Design add_arbiter_flat, sky130hd; sources not shown.
Run 1, routed metal, one color a layer:
The bar under the picture is 20 µm long.
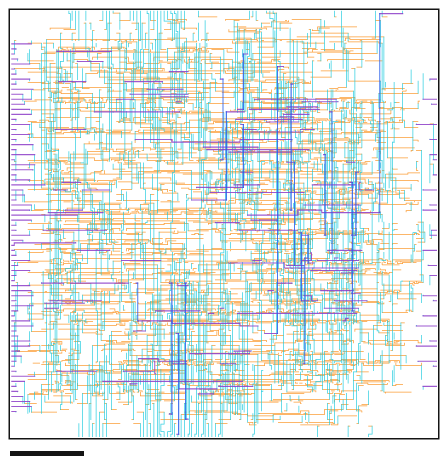
- blue: metal 4 (wire length 541 µm)
- orange: metal 1 (wire length 8610 µm)
- cyan: metal 2 (wire length 8600 µm)
- purple: metal 3 (wire length 1330 µm)
total routing usage reported by global routing: 0.306
post-DR wirelength/cell: 14.6 µm
via count: 7152
final WL: 19100 µm

Run 1, clock nets:
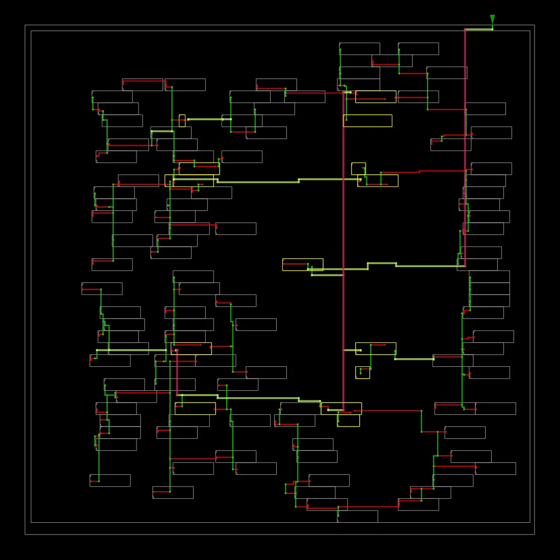
clk_skew: 0.0133 ns
clock latency on the worst-skew pair: 0.35 ns
TritonCTS buffer count: 9
Sinks on Clock Net: 104
clock-net power: 536 µW

Run 1, I/O pins on the die edge:
Pins as bars across the die edge, other pins in gray.
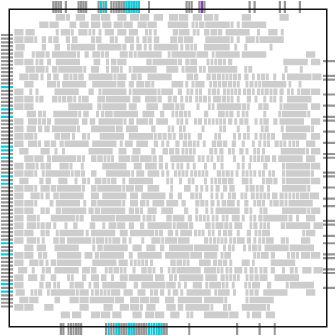
- purple: bus_req1_ready (pins 1; direction output; edge top)
- cyan: bus_req1_a (pins 32; direction input; edge 12 bottom, 12 left, 8 top)
- all pins by edge: 74 left, 37 bottom, 37 top, 25 right
x dimension of the die: 116 µm
number of port buffers: 172

==> results.txt, run 1 <==
Physical design

The flow ran to the end, and the final reports show no timing, DRC or antenna violations. The worst setup path is captured at a register. The finished cells cover 0.00904 mm². The chip area line in the Yosys stat output reads 0.00696 mm². The cell area power density stands at 637 mW/mm².

The half-perimeter wire length after detailed placement stands at 14700 µm. Per the cell usage report, the commonest logic cells after layout are nand2_1 (283), clkdlybuf4s50_1 (171), nor2_1 (115), nand3_1 (111), dfrtp_1 (103). The most used flip-flop cell after synthesis is dfrtp_1. After floorplanning, the die was sized to cover 0.0134 mm².

The post-cts hold-fix buffer tally stands at 0. The sum of negative setup slack stands at 0 ns. Per the cell usage report, the commonest logic cell in the layout is nand2_1. In this run, the number of DRC markers left after iteration 0 of detailed routing was 583. Synthesis handed over a netlist of 988 instances. Setup repair after global routing left no endpoint under its margin. The post-CTS setup buffer count stands at 0. The number of global-route vias before repair came to 6686. The final layout net count stands at 1301. The worst max-slew margin expressed relative to the limit stands at 0.437. In the setup report, the worst path falls into the class in2reg. The placed instance area stands at 0.00874 mm².

At the end of routability-driven placement, the weighted congestion stood at 0.940. Per the final layout report, the fraction of cells sized above drive strength 1 comes to 0.0351. The I/O pin total stands at 173.

CTS placed an instance of clkbuf_16 at the clock tree root. The post-layout worst setup margin stands at 2.74 ns. The peak clock frequency supported by timing stands at 259 MHz. The reported leakage power stands at 0.00424 µW. The number of enable-type register cells in the synthesized netlist stands at 0. The pre-antenna-repair detailed-routing pass consisted of 5 iterations. The via density per instance stands at 5.46. Counting flops and latches in the post-synthesis netlist gives 104.

The pre-CTS worst setup slack stands at 2.44 ns. The average size of a mapped cell stands at 7.05 µm². The cell count in the Yosys report stands at 988. In the floorplan report the effective utilization is 0.552.

The synthesis stats list as the most numerous cell nand2_1. The filler cells instantiated in the layout total 1072. The diode insertion count for antenna repair stands at 0. VDD sags by at most 0.000269 V. STA classifies the critical path startpoint as an input port. Per the post-synthesis report, the nets total 1155. The design draws 5760 µW.

The report counts max-capacitance violations totalling 0. The fraction of registers with async set or reset after synthesis stands at 1.00. The smallest clock period supported by the final layout is computed as 3.86 ns.

The clock H-tree reported by CTS has 3 levels. TritonCTS built the clock tree. The share of the cycle needed by the critical path after routing stands at 0.584. The number of unique standard cell types used by synthesis stands at 34. The post-route antenna net violation count stands at 0. The worst-case clock buffer depth stands at 2. The pin count of the biggest net entering global routing stands at 70.

Of all cell types, the one taking the most synthesized area is dfrtp_1. The min-delay analysis places its worst path in the category reg2reg. The first-pass GRT wire length stands at 31800 µm. Data on the critical path arrives at its endpoint at 4.05 ns. The top-area cell type share of the netlist area stands at 0.370. The slack of the worst reg-to-reg path stands at 2.99 ns.

Along the worst path, the maximum fanout reaches 66. The report gives the cell count of the worst hold path as 2. The required time at the worst endpoint is listed as 6.80 ns. The setup violation total in the final timing report stands at 0. Post-CTS repair changed the size of 0 cells. The share of synthesized area occupied by flip-flops and latches stands at 0.374.

The number of antenna violations at the first check in global routing was 0. The initialized floorplan defines 41 standard-cell rows. Yosys reports that the most numerous cell types are nand2_1 (284), nor2_1 (115), nand3_1 (111).

The stage logs contain a warning count of 26. The number of max-slew violations in the final report stands at 0. The number of cells on the worst reg-to-reg path stands at 11. Yosys attributes the largest share of cell area to dfrtp_1 (37%), nand2_1 (15%), nand3_1 (8.0%), nor2_1 (6.2%), a31oi_1 (5.8%).

The area of the mapped netlist stands at 0.00696 mm². The total overflow reported by the global router stands at 0. The DRC violation total left in the routed layout is recorded as 0.

The placeable core region stands at 0.0126 mm². The layout overhead on the synthesized area stands at 29.8%. The number of warning messages in the yosys log stands at 0. The worst-margin pin slew stands at 0.844 ns. The final hold violation count recorded for this run is 0.

On the reported timing paths, the clock transition at the registers reads 0.07 ns.
-- run 1: critical path, cell delays in order --
cell,delay [ns]
clkdlybuf4s50_1,0.46
nand2_2,0.09
buf_4,0.52
nand2_2,0.50
nand4_2,0.25
nor2_4,0.06
nor2_2,0.18
clkinv_2,0.51
buf_4,0.50
nor2_1,0.17
a31oi_1,0.07
-- run 1: cell families after synthesis --
group / after synthesis / share of synthesized area
AND-OR/OR-AND: 142 / 0.116
adder cells (fa/ha/maj): 32 / 0.0586
flip-flops: 104 / 0.374
AND/OR/NAND/NOR: 536 / 0.322
XOR/XNOR: 41 / 0.0516
buffers and inverters: 133 / 0.0787
-- run 1: layout make-up --
type	instances	area (µm²)	share of cell area
Clock buffer	11	243	0.0269
Sequential cell	104	2600	0.288
Clock inverter	4	52.6	0.00581
Multi-Input combinational cell	751	3810	0.422
Timing Repair Buffer	180	1780	0.197
Inverter	88	334	0.0370
Tap cell	172	215	0.0238
-- run 1: metrics by stage --
stage	hold slack, ns	std cells	util
after global placement	0.459	1295	0.693
final	0.478	1310	0.716
after detailed placement	0.464	1295	0.693
after global routing	0.505	1310	0.716
after floorplan	0.449	988	-
after CTS	0.480	1310	0.716
-- run 1: routing by layer --
metal / global-route usage / part of all wire / up-vias
li1: - / - / 3532
met1: 0.431 / 0.45 / 3241
met2: 0.485 / 0.45 / 338
met3: 0.0366 / 0.070 / 41
met4: 0.115 / 0.028 / 0
met5: 0 / 0 / -
-- run 1: power by group --
| part | total, µW | switching, µW | internal, µW |
|---|---|---|---|
| Combinational | 4050 | 2500 | 1540 |
| Clock | 536 | 232 | 304 |
| Sequential | 1170 | 219 | 956 |
--- run 2 (diff from run 1) ---
--- a/config.mk
+++ b/config.mk
@@ -6,7 +6,7 @@
 export NUM_CORES = 1
 export LEC_CHECK = 0
 export ABC_AREA = 1
-export CORE_UTILIZATION = 54
+export CORE_UTILIZATION = 46
 export DETAILED_ROUTE_END_ITERATION = 8
 export HOLD_SLACK_MARGIN = 0.06
 export PLACE_DENSITY_LB_ADDON = 0.2
==> constraint.sdc (replaced) <==
create_clock -name clk -period 3.32 [get_ports clk]
set_input_delay 0.332 -clock clk [delete_from_list [all_inputs] [get_ports clk]]
set_output_delay 0.332 -clock clk [all_outputs]
set_load 0.005 [all_outputs]
Run 2, clock nets:
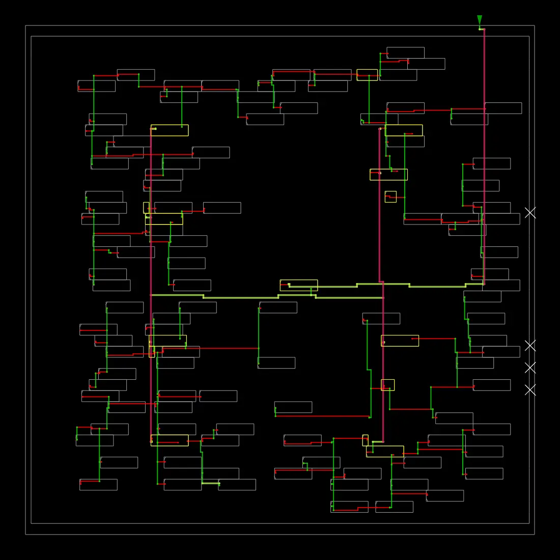
Clock buffer cells: 13
flip-flops: 104

==> results.txt, run 2 <==
Physical design

The final max-slew violation count recorded for this run is 0. Per the synthesis report, the dominant area consumer among library cells is dfrtp_1. The cell sitting at the root of the clock tree is a clkbuf_16. The most frequently used library cell after synthesis is nand2_1. The detail route stage leaves a number of antenna-violating nets equal to 0.

The area used by multi-input combinational logic stands at 0.00381 mm². The post-layout worst setup margin stands at 0.574 ns. The routed wire length per instance stands at 14.5 µm. Per Yosys stat, the portion of area used by sequential elements is 0.374.

The number of warning messages in the yosys log stands at 0. 173 I/O pins were placed. The share of the cycle needed by the critical path after routing stands at 0.827. The total number of vias stands at 6904. The layout overhead on the synthesized area stands at 30.3%. The post-route met1 wirelength stands at 9350 µm. Hold analysis shows the worst path with a depth of 2. After routing, the total negative slack on setup checks comes to 0 ns. TritonCTS built the clock tree. In this run the standard cell core region covers 0.0146 mm². Including well taps, the total number of placed cells is 1310. The area of all sequential standard cells stands at 0.00260 mm². The number of global-route vias before repair stands at 6566. Along the worst path, the maximum fanout reaches 9. The weighted congestion at the end of routability-driven global placement stands at 0.901. After detailed routing, the total wire length is 19200 µm. The number of warning messages in the logs stands at 26. The number of antenna violations at the first check in global routing stands at 0. The horizontal die dimension stands at 125 µm.

At the pin with the least slew margin, the transition time is 0.762 ns. The flow ran to the end, but the final reports show violations. The half-perimeter wire length after detailed placement stands at 14800 µm. Counting the fill cells in the layout gives 1366.

Post-CTS repair changed the size of 0 cells. The number of detailed-routing iterations run before antenna repair stands at 7. In this run the VDD rail shows a maximum IR drop of 0.000525 V.

At the end of the flow the core is filled with cells to 0.620. The cell area power density stands at 1260 mW/mm². The slew check shows that the tightest pin keeps a relative margin of 0.492. The number of CTS-inserted buffers stands at 9. The via density per instance stands at 5.21. After synthesis, the cell types taking the most area are dfrtp_1 (37%), nand2_1 (15%), nand3_1 (8.0%), nor2_1 (6.2%), a31oi_1 (5.8%). The average size of a mapped cell stands at 7.05 µm². The longest clock path from root to sink contains 2 buffers. After synthesis, the most frequently instantiated cells are nand2_1 (284), nor2_1 (115), nand3_1 (111). Per the synth stats, the flop cell with the highest instance count is dfrtp_1. The count of placed standard cells in the final layout, fillers left out stands at 1325.

The cell count after synthesis stands at 988. The worst setup path is captured at a register. The fraction of registers with async set or reset after synthesis stands at 1.00. The source-to-sink clock delay at the later pin of the worst-skew pair stands at 0.35 ns.

The pin count of the biggest net entering global routing stands at 66. The slack of the worst reg-to-reg path stands at 0.57 ns. The highest layer touched by signal routing is met4. The post-synthesis register bit count stands at 104. The DRC marker count from the first detailed-route iteration stands at 482. The worst path needs 2.75 ns of the cycle, external delays included. The post-CTS setup buffer count stands at 0. The met2 layer wire length in the routed design stands at 8280 µm.

Before CTS, the worst setup slack after placement is 0.596 ns. The peak clock frequency supported by timing stands at 364 MHz. The required time reported for the critical path endpoint stands at 3.56 ns. Detailed placement reports a standard cell area of 0.00881 mm². By startpoint and endpoint, the worst setup path is classified as reg2reg. The top-area cell type share of the netlist area stands at 0.370. The area of the mapped netlist stands at 0.00696 mm². The final reports fail on design-rule violations. On the final layout, the worst clock skew is 0.00744 ns.

Hold repair after CTS inserted 0 buffers. After routing the design area is 0.00907 mm². The critical path data arrival time stands at 2.99 ns. The synthesized net count stands at 1155. TritonCTS reports the number of clock sinks as 104. The DRC violation total left in the routed layout is recorded as 8.

In this run the worst hold path is classified as reg2reg. The chip occupies 0.0156 mm². The report lists the number of standard-cell rows as 44. In the floorplan report the effective utilization is 0.476.
run 2: cell counts after synthesis:
No cell type changed its count.
run 2: cell type report:
type                            instances  area share
Multi-Input combinational cell        751       0.420
Tap cell                              184      0.0254
Inverter                               88      0.0368
Clock buffer                           13      0.0276
Sequential cell                       104       0.287
Timing Repair Buffer                  183       0.201
Clock inverter                          2     0.00179
run 2: logic make-up after synthesis:
family / count (synthesis) / synth area share
DFF: 104 / 0.374
xor gates and xnor gates: 41 / 0.0516
and+or+nand+nor: 536 / 0.322
AOI/OAI and AO/OA: 142 / 0.116
adders and majority gates: 32 / 0.0586
buffers and inverters: 133 / 0.0787
run 2: critical path, cell delays in order, from the launching register on:
cell and delay (ns):
dfrtp_1 0.57, buf_4 0.27, nand2_1 0.07, nand2_1 0.14, inv_1 0.08, fa_1 0.40
inv_1 0.09, nand2_1 0.08, o21ai_2 0.24, nand2_1 0.09, nand2_1 0.10, nand2_1 0.06
nand2_1 0.14, nand2_1 0.09, nand2_1 0.07, nand2_1 0.04, nand3_1 0.06, nand2_1 0.05
run 2: where the power goes:
| group | total [µW] | switching (µW) | internal (µW) |
|---|---|---|---|
| logic | 8010 | 4910 | 3100 |
| clock network | 995 | 468 | 528 |
| registers | 2390 | 486 | 1900 |
| total | 11400 | 5860 | 5530 |
run 2: metal layers:
| layer | track usage | up-vias |
|---|---|---|
| li1 | - | 3540 |
| met1 | 0.365 | 3089 |
| met2 | 0.396 | 247 |
| met3 | 0.0351 | 28 |
| met4 | 0.0882 | 0 |
| met5 | 0 | - |
Power figures rest on the tool's default switching activity, not on a simulated workload.
